--- src/rtl/cc1200spi_apb_regs_v2.sv ---
// APB register front-end for the CC1200 SPI engine: control/status, data, GPIO and interrupt registers.
// The APB handshake is a small FSM; writes commit only in the single pready cycle.
module cc1200spi_apb_regs_v2 #(
    parameter int          GPIO_W      = 4,
    parameter int          WAIT_STATES = 0,
    parameter logic [15:0] CLKDIV_RST  = 16'h0004
) (
    input  logic              clk,
    input  logic              rst,
    input  logic [31:0]       APB_S_0_paddr,
    input  logic              APB_S_0_psel,
    input  logic              APB_S_0_penable,
    input  logic              APB_S_0_pwrite,
    input  logic [31:0]       APB_S_0_pwdata,
    output logic [31:0]       APB_S_0_prdata,
    output logic              APB_S_0_pready,
    output logic              APB_S_0_pslverr,
    output logic              Start,
    input  logic              Busy,
    output logic [31:0]       DataOut,
    input  logic [31:0]       DataIn,
    output logic [3:0]        WR,
    output logic [15:0]       ClockDiv,
    output logic              Trans,
    output logic              Receive,
    output logic [GPIO_W-1:0] GPIO_OutEn,
    output logic [GPIO_W-1:0] GPIO_Out,
    input  logic [GPIO_W-1:0] GPIO_In,
    output logic [7:0]        Tx_Pkt_size,
    output logic [7:0]        Rx_Pkt_size,
    output logic [15:0]       Tx_wait,
    output logic [7:0]        CorThre,
    output logic              irq
);

    localparam int IRQ_W = 2 + GPIO_W;

    typedef enum logic [1:0] {IDLE, SETUP, ACCESS} apb_state_t;

    apb_state_t        state;
    logic [3:0]        wait_cnt;
    logic              pready_q;
    logic              start_q;
    logic              busy_q;
    logic [31:0]       data_in_q;
    logic [GPIO_W-1:0] gpio_s1, gpio_s2, gpio_d;
    logic [IRQ_W-1:0]  irq_stat, irq_en, irq_set, irq_w1c;
    logic [7:0]        addr;
    logic [31:0]       rdata;
    logic              mapped, read_only, err, wr_en, start_rej, done;
    logic              unused_paddr;

    assign addr         = APB_S_0_paddr[7:0];
    assign unused_paddr = ^APB_S_0_paddr[31:8];

    // wait_cnt is a down-counter; pready is raised when it reaches its terminal count
    always_ff @(posedge clk or posedge rst) begin
        if (rst) begin
            state    <= IDLE;
            wait_cnt <= '0;
            pready_q <= 1'b0;
        end else begin
            case (state)
                IDLE: begin
                    if (APB_S_0_psel && !APB_S_0_penable) state <= SETUP;
                end
                SETUP: begin
                    if (!APB_S_0_psel) begin
                        state <= IDLE;
                    end else begin
                        state    <= ACCESS;
                        wait_cnt <= 4'(WAIT_STATES);
                        pready_q <= (WAIT_STATES == 0);
                    end
                end
                ACCESS: begin
                    if (!APB_S_0_psel || pready_q) begin
                        state    <= IDLE;
                        pready_q <= 1'b0;
                    end else begin
                        if (wait_cnt == 4'd1) pready_q <= 1'b1;
                        wait_cnt <= wait_cnt - 4'd1;
                    end
                end
                default: state <= IDLE;
            endcase
        end
    end

    always_comb begin
        rdata     = '0;
        mapped    = 1'b1;
        read_only = 1'b0;
        case (addr)
            8'h00: rdata[2:0] = {Receive, Trans, 1'b0};
            8'h04: begin rdata[1:0] = {start_q, busy_q}; read_only = 1'b1; end
            8'h08: rdata = DataOut;
            8'h0C: begin rdata = data_in_q; read_only = 1'b1; end
            8'h10: rdata[3:0] = WR;
            8'h14: rdata[15:0] = ClockDiv;
            8'h18: rdata[GPIO_W-1:0] = GPIO_OutEn;
            8'h1C: rdata[GPIO_W-1:0] = GPIO_Out;
            8'h20: begin rdata[GPIO_W-1:0] = gpio_s2; read_only = 1'b1; end
            8'h24: rdata[7:0] = Tx_Pkt_size;
            8'h28: rdata[7:0] = Rx_Pkt_size;
            8'h2C: rdata[15:0] = Tx_wait;
            8'h30: rdata[7:0] = CorThre;
            8'h34: rdata[IRQ_W-1:0] = irq_stat;
            8'h38: rdata[IRQ_W-1:0] = irq_en;
            default: mapped = 1'b0;
        endcase
    end

    assign err             = !mapped || (read_only && APB_S_0_pwrite);
    assign wr_en           = pready_q && APB_S_0_psel && APB_S_0_penable && APB_S_0_pwrite && !err;
    assign APB_S_0_pready  = pready_q;
    assign APB_S_0_prdata  = pready_q ? rdata : '0;
    assign APB_S_0_pslverr = pready_q && err;
    assign Start           = start_q;

    assign start_rej = wr_en && (addr == 8'h00) && APB_S_0_pwdata[0] && Busy;
    assign done      = busy_q && !Busy;
    assign irq_set   = {gpio_s2 & ~gpio_d, start_rej, done};
    assign irq_w1c   = (wr_en && addr == 8'h34) ? APB_S_0_pwdata[IRQ_W-1:0] : '0;

    always_ff @(posedge clk or posedge rst) begin
        if (rst) begin
            start_q     <= 1'b0;
            Trans       <= 1'b0;
            Receive     <= 1'b0;
            DataOut     <= '0;
            WR          <= '0;
            ClockDiv    <= CLKDIV_RST;
            GPIO_OutEn  <= '0;
            GPIO_Out    <= '0;
            Tx_Pkt_size <= '0;
            Rx_Pkt_size <= '0;
            Tx_wait     <= '0;
            CorThre     <= '0;
            irq_en      <= '0;
            irq_stat    <= '0;
            irq         <= 1'b0;
            busy_q      <= 1'b0;
            data_in_q   <= '0;
            gpio_s1     <= '0;
            gpio_s2     <= '0;
            gpio_d      <= '0;
        end else begin
            start_q <= 1'b0;
            if (wr_en) begin
                case (addr)
                    8'h00: begin
                        Trans   <= APB_S_0_pwdata[1];
                        Receive <= APB_S_0_pwdata[2];
                        if (APB_S_0_pwdata[0] && !Busy) start_q <= 1'b1;
                    end
                    8'h08: DataOut     <= APB_S_0_pwdata;
                    8'h10: WR          <= APB_S_0_pwdata[3:0];
                    8'h14: ClockDiv    <= APB_S_0_pwdata[15:0];
                    8'h18: GPIO_OutEn  <= APB_S_0_pwdata[GPIO_W-1:0];
                    8'h1C: GPIO_Out    <= APB_S_0_pwdata[GPIO_W-1:0];
                    8'h24: Tx_Pkt_size <= APB_S_0_pwdata[7:0];
                    8'h28: Rx_Pkt_size <= APB_S_0_pwdata[7:0];
                    8'h2C: Tx_wait     <= APB_S_0_pwdata[15:0];
                    8'h30: CorThre     <= APB_S_0_pwdata[7:0];
                    8'h38: irq_en      <= APB_S_0_pwdata[IRQ_W-1:0];
                    default: ;
                endcase
            end
            busy_q <= Busy;
            if (done) data_in_q <= DataIn;
            gpio_s1  <= GPIO_In;
            gpio_s2  <= gpio_s1;
            gpio_d   <= gpio_s2;
            // a hardware event wins over a simultaneous W1C of the same bit
            irq_stat <= (irq_stat & ~irq_w1c) | irq_set;
            irq      <= |(irq_stat & irq_en);
        end
    end

endmodule

--- config.mk ---
export PLATFORM = sky130hd
export DESIGN_NAME = cc1200spi_apb_regs_v2
export DESIGN_NICKNAME = d
export VERILOG_FILES = /design/src/rtl/cc1200spi_apb_regs_v2.sv
export SDC_FILE = /design/constraint.sdc
export NUM_CORES = 1
export LEC_CHECK = 0
export CORE_MARGIN = 8
export CORE_UTILIZATION = 47
export DETAILED_ROUTE_END_ITERATION = 8
export GPL_ROUTABILITY_DRIVEN = 0
export PLACE_DENSITY = 0.8
export REMOVE_ABC_BUFFERS = 1
export SLEW_MARGIN = 20
export SYNTH_ARGS = -nofsm -noshare
export SYNTH_HDL_FRONTEND = slang
export SYNTH_SLANG_ARGS = --single-unit
--- constraint.sdc ---
create_clock -name clk -period 8.4 [get_ports clk]
set_input_delay 2.52 -clock clk [delete_from_list [all_inputs] [get_ports clk]]
set_output_delay 2.52 -clock clk [all_outputs]
set_load 0.01 [all_outputs]
==> run notes, run 1 <==
Status of the implementation.

- The cell total in the yosys stat output is 640, for reference.
- Among logic cells in the layout, the one with the most instances is clkdlybuf4s50_1.
- The number of maximum-capacitance violations recorded for the run is 0.
- The number of enable-type register cells in the synthesized netlist is 0, for reference.
- Detailed placement finished with a half-perimeter wire length of 18150 um.
- Ranked by total cell area, the synthesized netlist is headed by dfrtp_1 52%, mux2_2 18%, mux2_4 3.7%.
- The share of the Yosys chip area taken by registers is 0.5247.
- The post-synthesis average cell area is 12.52 um2, for reference.
- The capturing point of the worst reg2reg path is DataOut[20], for reference.
- The clock-pin slew on the worst setup and hold paths is 0.07 ns, for reference.
- Leaving out buffers and inverters, the combinational logic in the layout accounts for 3571 um2.
- The share of synthesized registers carrying an async set or reset is 1.000, for reference.
- The number of hold violations in the final report is 0, for reference.
- The hold path startpoint is gpio_s1[3], for reference.
- Per report_power, the Combinational row totals a little under 200 uW.
- The post-route worst hold slack is approximately 0.36 ns, for reference.
- The power spent charging and discharging nets is 458.6 uW, for reference.
- The top cell type by instance count after synthesis is dfrtp_1, for reference.
- Yosys reports that the most numerous cell types are 167 x dfrtp_1, 126 x mux2_2, 39 x nor2_1, 33 x nand2_1, 26 x a22oi_1.
- In this run, the synthesized area fraction spent on adder and majority cells is recorded as 0.004372.
- Setup repair after global routing left no endpoint under its margin.
- The total length of routed met3 wires is 2470 um, for reference.
- Internal power comes to ~1.4 mW.
- The number of antenna violations at the first check in global routing is 0, for reference.
- The clock-cell share of area is 0.05406, for reference.
- In this run, the synthesized area fraction spent on and/or/nand/nor cells is recorded as 0.1065.
- The non-clock inverter instance count of the final layout is 11, for reference.
- Measured against the total synthesized area, the mux share comes to 0.2454.
- The script extracted a total leakage power of a little under 5 nW.
- The number of placed I/O pins is 244, for reference.
- The largest delay contributor family on the critical path is buffers and inverters, for reference.
- The slowest stage of the critical path belongs to the cell clkdlybuf4s50_1.
- The area fraction of the largest cell type after synthesis is 0.5215.
- In this run the cell area measured after placement is 10440 um2.
- The net switching share of the total power is 0.2462, for reference.
- Per STA, the startpoint of the critical path is APB_S_0_paddr[2].
- Yosys mapped the design onto roughly 69 distinct sky130hd cell types.
- Per the placement report, the placed cell count is 1056.
- The post-route non-filler standard cell count is 1088, for reference.
- In the layout the commonest cells are 218 x clkdlybuf4s50_1, 167 x dfrtp_1, 126 x mux2_2, 39 x nor2_1, 33 x nand2_1.
- The predominant post-synthesis flop cell is dfrtp_1, for reference.
- The CTS H-tree depth is 4, for reference.
- Counting instances, the worst hold path has a depth of 0.
- The type of the setup path with the least slack is in -> out, for reference.
- The layout report gives the multi-input gate share of total cell area as 0.3235.
- The worst slew margin relative to its limit is 0.2547, for reference.
- Post-CTS repair ended up resizing 0 cells.
- The sum of overflow across all layers after global routing is 0, for reference.
- The number of global-route vias before repair was about 6800.
- Buffers added to address setup during post-CTS repair amount to 0.
- Input and output buffers added on the ports amount to 219.
- The initial standard-cell utilization of the core is 0.4815, for reference.
- The report puts the hold buffer count at CTS at 0.
- The starting DRC count in detailed routing is around 570, for reference.
- The number of vias after detailed routing is 6357, for reference.
- The run finished with clean final reports.
- For this run, the number of Yosys warnings is 0.
- The actual transition at the worst max-transition pin is 1.116 ns, for reference.
- The post-synthesis compound-gate area fraction is 0.08462, for reference.
- The worst register-to-register path depth is 3.
- The largest registers in the layout are DataOut: 32 flops, data_in_q: 32 flops.
- Across all register-to-register paths, the minimum setup slack is roughly 6 ns.
- The clock tree has to reach 168 sinks.
- The total setup violations reported at the end of the flow is 0, for reference.
- Entering global routing, the biggest net connects 121 pins.
Figure 1. Zoomed window (run 1).
Region (61, 61) to (86, 86) um. Cells in grey, sequential cells in the stronger grey; small squares are vias.
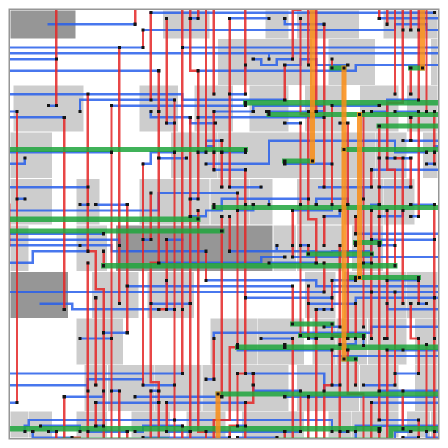
orange -> metal 4
green -> metal 3
red -> metal 2
blue -> metal 1
cells with their middle in the window = 56
netlist names of flops here include = CorThre (1)
sequential cells in the window = 1
most frequent = buf_4 (11), nand2_1 (6), nor2_1 (4)

Figure 2. Clock distribution (run 1).
Scale: 4 px per um.
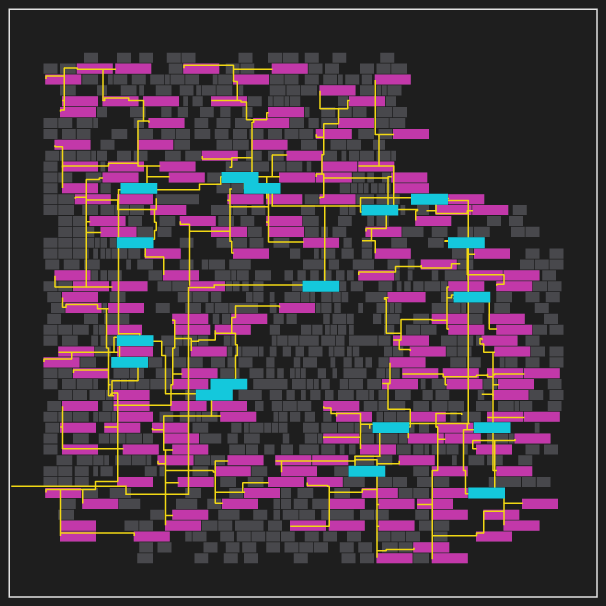
yellow -> clock wires  # length 1950 um
cyan -> clock drivers  # count 17
magenta -> flip-flops  # count 168
routed clock nets = 18
flops lie = widely spread
later-pin clock latency in the skew report: 0.43 ns
Clock Power Share: 0.426

Figure 3. Cells coloured by class (run 1).
Scale: 2 px per um. Fill, decap, tap and diode cells in grey.
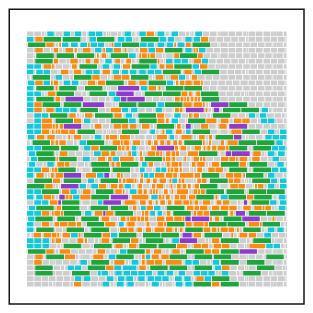
green -> sequential cells  # cells 168, share of their area 39%
cyan -> remaining buffers and delay cells  # cells 238, share of their area 22%
purple -> clock drivers and dummy loads  # cells 32, share of their area 5.5%
orange -> combinational and other logic  # cells 430, share of their area 34%
flop share of the area: 0.3809
core outline area: 16640 um2
fin area: 11040 um2
Final Util: 0.6633
Std-Cell Rows: 47

Figure 4. The clock network (run 1).
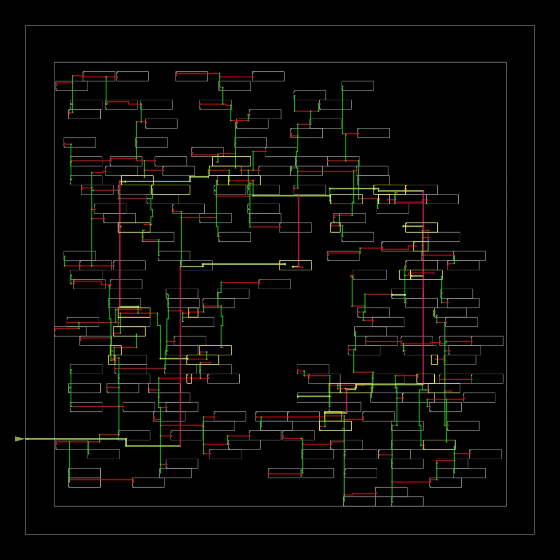
Worst Clk Skew: 0.008992 ns
TritonCTS Buffers: 17

## Run 2: what changed since run 1
CORE_UTILIZATION = 51   (was 47)
GPL_ROUTABILITY_DRIVEN = not set   (was 0)
PLACE_DENSITY = 0.86   (was 0.8)
clock period = 9.3 ns   (was 8.4 ns; I/O delays follow)
Figure 5. Cell area per tile (run 2).
Scale: 2 px per um. 14 x 14 tiles, from black (low) to pale yellow (high), 0 to 100% covered.
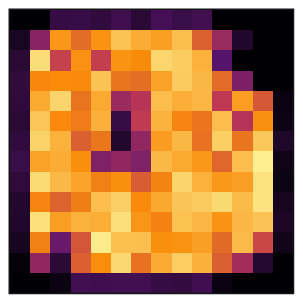
mean over tiles = 54%
nearly empty tiles = 10%
fullest tile = 97%
tiles over 75% full = 42%
emptiest ninth of the die = top right
Final Util: 0.7027
core outline area: 15600 um2
core utilization before placement: 0.5138

Figure 6. The clock network (run 2).
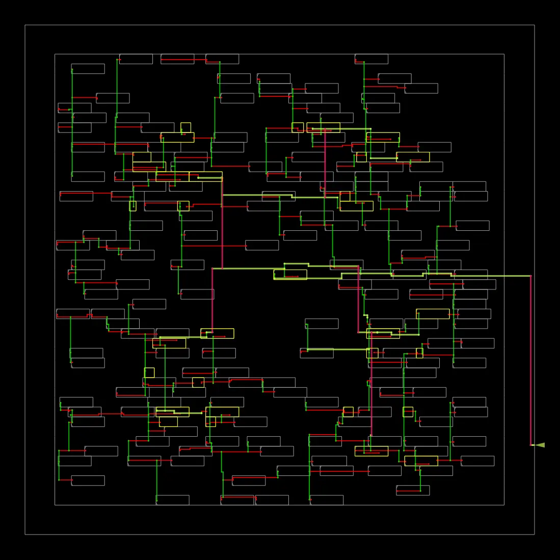
Worst Clk Skew: 0.009829 ns
layout sequential cell count: 168
total of clock buffers placed in the layout: 19
total clock sinks: 168
Power Clock: 662 uW

==> run 2 against run 1 <==
Compared with the run above: area after synthesis is the same; flip-flop count is the same; setup slack gained 0.071 ns; clock skew grew 0.00084 ns; utilization grew 3.9 points; die size shrank 7.0%; final cell count shrank 0.46%; count of clock-buffer cells in the layout shrank 1; hold slack lost 0.0085 ns; first-iteration DRC count grew 1.4%; critical endpoint is now APB_S_0_prdata[20]; largest cell class unchanged.
==> run notes, run 2 <==
Status of the implementation.

- The starting DRC count in detailed routing came to 578 (+1.4%).
- Synthesis handed over a netlist of 640 instances.
- The number of antenna violations at the first check in global routing is 0 (unchanged), for reference.
- The placed cell area is 10410 um2 (-0.31%).
- The actual transition at the worst max-transition pin is 1.083 ns (-0.03281 ns).
- The endpoint of the worst hold path is reported as gpio_s2[3].
- At the end of routability-driven placement, the weighted congestion stood at 0.9598.
- The post-synthesis share of cell area spent on and, or, nand and nor gates is 0.1065 (unchanged), for reference.
- The multi-input gate share of the layout cell area is 0.3258 (+0.002326), for reference.
- The max-cap violation count came to 0 (unchanged).
- The CTS H-tree depth was 4 (unchanged).
- The cell total in the yosys stat output is 640 (unchanged), for reference.
- Grouping stages by cell kind, the critical path spends the most delay in buffers and inverters.
- The share of synthesized cell area in full adder, half adder and majority cells is 0.004372 (unchanged).
- The internal power is 1.210 mW (-14%).
- The share of the synthesized area in the top cell type is 0.5215 (unchanged), for reference.
- The origin of the critical flop-to-flop path is APB_S_0_pready, for reference.
- The cell depth of the worst hold path is 0 (unchanged), for reference.
- The unique cell type count in the Yosys netlist is 69 (unchanged), for reference.
- Yosys attributes the largest share of cell area to dfrtp_1 52%, mux2_2 18%, mux2_4 3.7%.
- The clock-pin slew on the worst setup and hold paths is 0.06 ns (about the same), for reference.
- Per the STA report, the cell with the highest stage delay on the worst path is and2_1.
- The number of global-route vias before repair came to 6810 (+0.15%).
- The total area of multi-input combinational cells came to 3571 um2 (unchanged).
- The plain and repair buffers instantiated in the layout total roughly 240.
- The post-route non-filler standard cell count is 1083 (-0.46%), for reference.
- The non-clock inverter instance count of the final layout is 11 (unchanged), for reference.
- The number of placed instances, taps included was 1050 (-0.57%).
- The number of vias after detailed routing is 6394 (+0.58%), for reference.
- The total CTS buffers is 17 (unchanged), for reference.
- The total track usage is 0.2546, for reference.
- The flop-to-flop setup slack is 6.92 ns (+0.96 ns), for reference.
- The final instance area is 10960 um2 (-0.71%), for reference.
- The tapcell count is around 220, for reference.
- The total routed wire length on the met1 layer is 9861 um, for reference.
- The arrival time of data at the worst endpoint is listed as 5.94 ns.
- The total length of routed met3 wires is 2424 um (-1.9%), for reference.
- The most common logic cell in the final layout is clkdlybuf4s50_1.
- The flow ran to the end, and the final reports show no timing, DRC or antenna violations.
- The largest net degree at the start of global routing is 100 (-17%), for reference.
- The dominant cell type by count on the critical path is clkdlybuf4s50_1, for reference.
- The met2 demand-to-capacity share in global routing is 0.4145, for reference.
- The post-CTS resize count was 0 (unchanged).
- For this run, design rule violations remaining after detail routing come to 0.
- The biggest area consumer among synthesized cells is dfrtp_1, for reference.
- The worst hold path begins at gpio_s1[3].
- The top cell types in the final layout, fill and taps aside, are 218 x clkdlybuf4s50_1, 167 x dfrtp_1, 126 x mux2_2, 39 x nor2_1, 33 x nand2_1.
- The number of hold violations in the final report is 0 (unchanged), for reference.
- The post-detailed-placement half-perimeter wirelength is 17590 um (-3.1%), for reference.
- The synthesis warning total is 0 (unchanged).
- The largest power group is registers, for reference.
- The net switching share of the total power is 0.2560 (+0.009836), for reference.
- The total setup violations reported at the end of the flow came to 0 (unchanged).
- The area fraction in mux cells came to 0.2454 (unchanged).
- The most used flip-flop cell after synthesis is dfrtp_1.
- The wire length on met2 is roughly 12000 um, for reference.
- The clock-cell share of area was 0.05023 (-0.003835).
- Sorting the synthesized cells by how often they occur yields 167 x dfrtp_1, 126 x mux2_2, 39 x nor2_1, 33 x nand2_1, 26 x a22oi_1.
- The kind of start point of the critical path is an input pin, for reference.
- The post-CTS setup buffer count was 0 (unchanged).
- The power spent charging and discharging nets was 416.2 uW (-9.3%).
- The number of buffers inserted by hold repair at cts was 0 (unchanged).
- The sum of overflow across all layers after global routing was 0 (unchanged).
- Setup repair after global routing left no endpoint under its margin.
- The worst slew margin relative to its limit came to 0.2766 (+0.02192).
- The capturing point of the worst reg2reg path is DataOut[23], for reference.
- Per the post-run analysis, buffers plus inverters along the critical path come to 3.
- The largest registers in the layout are DataOut: 32 flops, data_in_q: 32 flops.
- Sorting the synthesis cell report by count puts at the top dfrtp_1.
- The signal on the critical path passes through clkdlybuf4s50_1 > buf_4 > nor4b_4 > and2_1 > a22oi_1 > nor2_1 > clkdlybuf4s50_1.
- The worst-skew pair later-pin latency is 0.43 ns (about the same), for reference.
- The number of enable-type register cells in the synthesized netlist was 0 (unchanged).
- Before any placement, the netlist area is recorded as 8014 um2.
- The number of placed I/O pins came to 244 (unchanged).
- The proportion of synthesized chip area in sequential cells was 0.5247 (unchanged).
- The worst slack at placement is about 0.66 ns, for reference.
- The area of the die is 19980 um2, for reference.
- The share of total power in the clock network is 0.407 (-0.019).
- The tally of buffers added on design ports is 219 (unchanged), for reference.
- The sequential cell area share was 0.3837 (+0.002739).
- Of the total power, registers draw 0.486.
- The worst-case reg-to-reg path depth is 3 (unchanged), for reference.
- The critical path starts at APB_S_0_paddr[2].
- The multi-input gate count is 419, for reference.
- The area taken by flip-flops and latches is 4205 um2, for reference.
- The static leakage is 4.793 nW (-1.1%).
- The power in combinational cells is 174 uW (-10%), for reference.
- The type of the setup path with the least slack is in -> out, for reference.
- The number of warnings in the stage logs is 50, for reference.
- The required time at the endpoint of the critical path is roughly 6.5 ns, for reference.
- The post-synthesis compound-gate area fraction was 0.08462 (unchanged).
- The share of synthesized registers carrying an async set or reset is 1.000 (unchanged), for reference.
- The post-route worst hold slack came to 0.3472 ns (-0.008524 ns).
- The post-synthesis average cell area is 12.52 um2 (unchanged), for reference.
- The placement row count is 46 (-2.1%), for reference.
- From left edge to right edge, the die measures 141.4 um.
## Run 3: what changed since run 2
CORE_UTILIZATION = 43   (was 51)
PLACE_DENSITY = 0.77   (was 0.86)
clock period = 7.9 ns   (was 9.3 ns; I/O delays follow)
Figure 7. Cells coloured by class (run 3).
Scale: 2 px per um. Fill, decap, tap and diode cells in grey.
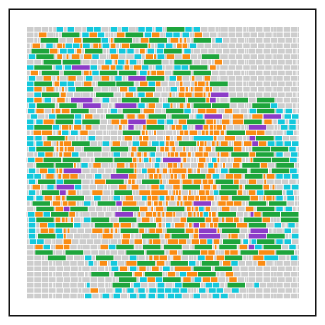
cyan -> remaining buffers and delay cells  # cells 242, share of their area 22%
purple -> clock drivers and dummy loads  # cells 31, share of their area 5.6%
orange -> combinational and other logic  # cells 430, share of their area 33%
green -> sequential cells  # cells 168, share of their area 39%
Final Util: 0.6005
Std-Cell Rows: 50

Figure 8. The clock network (run 3).
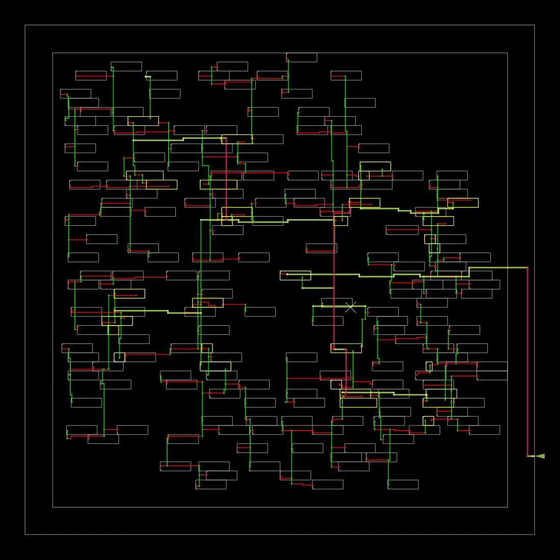
Power Clock: 877 uW
Worst Clk Skew: 0.008023 ns
total of clock buffers placed in the layout: 17

==> run 3 against run 2 <==
Compared with the run above: global-route usage shrank 3.1 points; highest routed layer unchanged; sequential share of layout area shrank 0.55 points; sequential power grew 17%; clock power grew 32%; via count shrank 0.99%; register-to-register slack lost 1.4 ns; the run now ends with design-rule violations left; synthesized cell count is the same; area after synthesis is the same; clock skew shrank 0.0018 ns; die size grew 16%; cell area grew 1.5%; total power grew 24%.
==> run notes, run 3 <==
Status of the implementation.

- The unique cell type count in the Yosys netlist came to 69 (unchanged).
- The tally of buffers added on design ports is 219 (unchanged), for reference.
- The post-synthesis average cell area came to 12.52 um2 (unchanged).
- The largest net degree at the start of global routing is 116 (+16%), for reference.
- The DRC violation count after routing is 1 (+1), for reference.
- The worst setup path is launched from an input pin.
- The largest power group is registers, for reference.
- The main area contributors are dfrtp_1 52%, mux2_2 18%, mux2_4 3.7%.
- The number of placed instances, taps included is 1073 (+2.2%), for reference.
- The power spent charging and discharging nets was 502.7 uW (+21%).
- The total area of multi-input combinational cells was 3571 um2 (unchanged).
- The total setup violations reported at the end of the flow is 0 (unchanged).
- The area taken by flip-flops and latches came to 4205 um2 (unchanged).
- The initial standard-cell utilization of the core was 0.4328 (-0.08103).
- The clock-pin slew on the worst setup and hold paths is 0.07 ns (about the same), for reference.
- The area fraction in mux cells is 0.2454 (unchanged).
- The post-synthesis share of cell area spent on and, or, nand and nor gates is 0.1065 (unchanged), for reference.
- The total track usage is 0.2232 (-0.03132), for reference.
- The share of synthesized registers carrying an async set or reset came to 1.000 (unchanged).
- The clock-cell share of area is 0.05491 (+0.004677), for reference.
- The net switching share of the total power was 0.2495 (-0.006531).
- The multi-input gate share of the layout cell area is 0.3211 (-0.004693).
- The width of the die is 152.5 um (+7.9%).
- The sequential cell area share came to 0.3781 (-0.005527).
- The netlist area before placement came to 8014 um2 (unchanged).
- The worst-skew pair later-pin latency is 0.43 ns (about the same), for reference.
- Per STA, the worst path accumulates the most delay in the family buffers and inverters.
- The total CTS buffers came to 17 (unchanged).
- The CTS H-tree depth came to 4 (unchanged).
- The final reports fail on design-rule violations.
- The number of antenna violations at the first check in global routing is 0 (unchanged), for reference.
- The number of enable-type register cells in the synthesized netlist was 0 (unchanged).
- The power share of the sequential group is 0.461 (-0.025), for reference.
- The end of the worst hold path is gpio_s2[0], for reference.
- The flow ran to the end, but the final reports show violations.
- The biggest area consumer among synthesized cells is dfrtp_1, for reference.
- The synthesis warning total is 0 (unchanged), for reference.
- The actual transition at the worst max-transition pin was 1.124 ns (+0.04150 ns).
- The top cell type by instance count after synthesis is dfrtp_1, for reference.
- The commonest non-fill, non-tap cell in the layout is clkdlybuf4s50_1, for reference.
- The total routed wire length on the met1 layer came to 10550 um (+7.0%).
- The worst slew margin relative to its limit is 0.2447 (-0.03191), for reference.
- The final instance area is 11120 um2 (+1.5%), for reference.
- In the final layout, the registers with the most flip-flops are DataOut: 32 flops, data_in_q: 32 flops.
- The flop-to-flop setup slack came to 5.48 ns (-1.44 ns).
- The number of warnings in the stage logs is 52 (+4.0%), for reference.
- The sum of overflow across all layers after global routing was 0 (unchanged).
- The power in combinational cells was 208 uW (+20%).
- The number of hold violations in the final report came to 0 (unchanged).
- The cell depth of the worst hold path is 0 (unchanged).
- The post-synthesis compound-gate area fraction came to 0.08462 (unchanged).
- The share of synthesized cell area in full adder, half adder and majority cells is 0.004372 (unchanged), for reference.
- The tapcell count is 234 (+8.3%).
- The count of mapped cells out of synthesis came to 640 (unchanged).
- The TritonCTS sink count is 168 (unchanged).
- The placed cell area came to 10480 um2 (+0.70%).
- The core area was 18520 um2 (+19%).
- The post-CTS setup buffer count is 0 (unchanged), for reference.
- The predominant post-synthesis flop cell is dfrtp_1, for reference.
- The max-cap violation count came to 0 (unchanged).
- The layout buffer count excluding clock buffers is 242 (+2.5%), for reference.
- The cell total in the yosys stat output came to 640 (unchanged).
- The sequential cell count came to 168 (unchanged).
- The commonest cells after synthesis are 167 x dfrtp_1, 126 x mux2_2, 39 x nor2_1, 33 x nand2_1, 26 x a22oi_1.
- Setup repair after global routing left no endpoint under its margin.
- The origin of the critical flop-to-flop path is APB_S_0_pready, for reference.
Power is estimated from default activity; no workload was simulated.
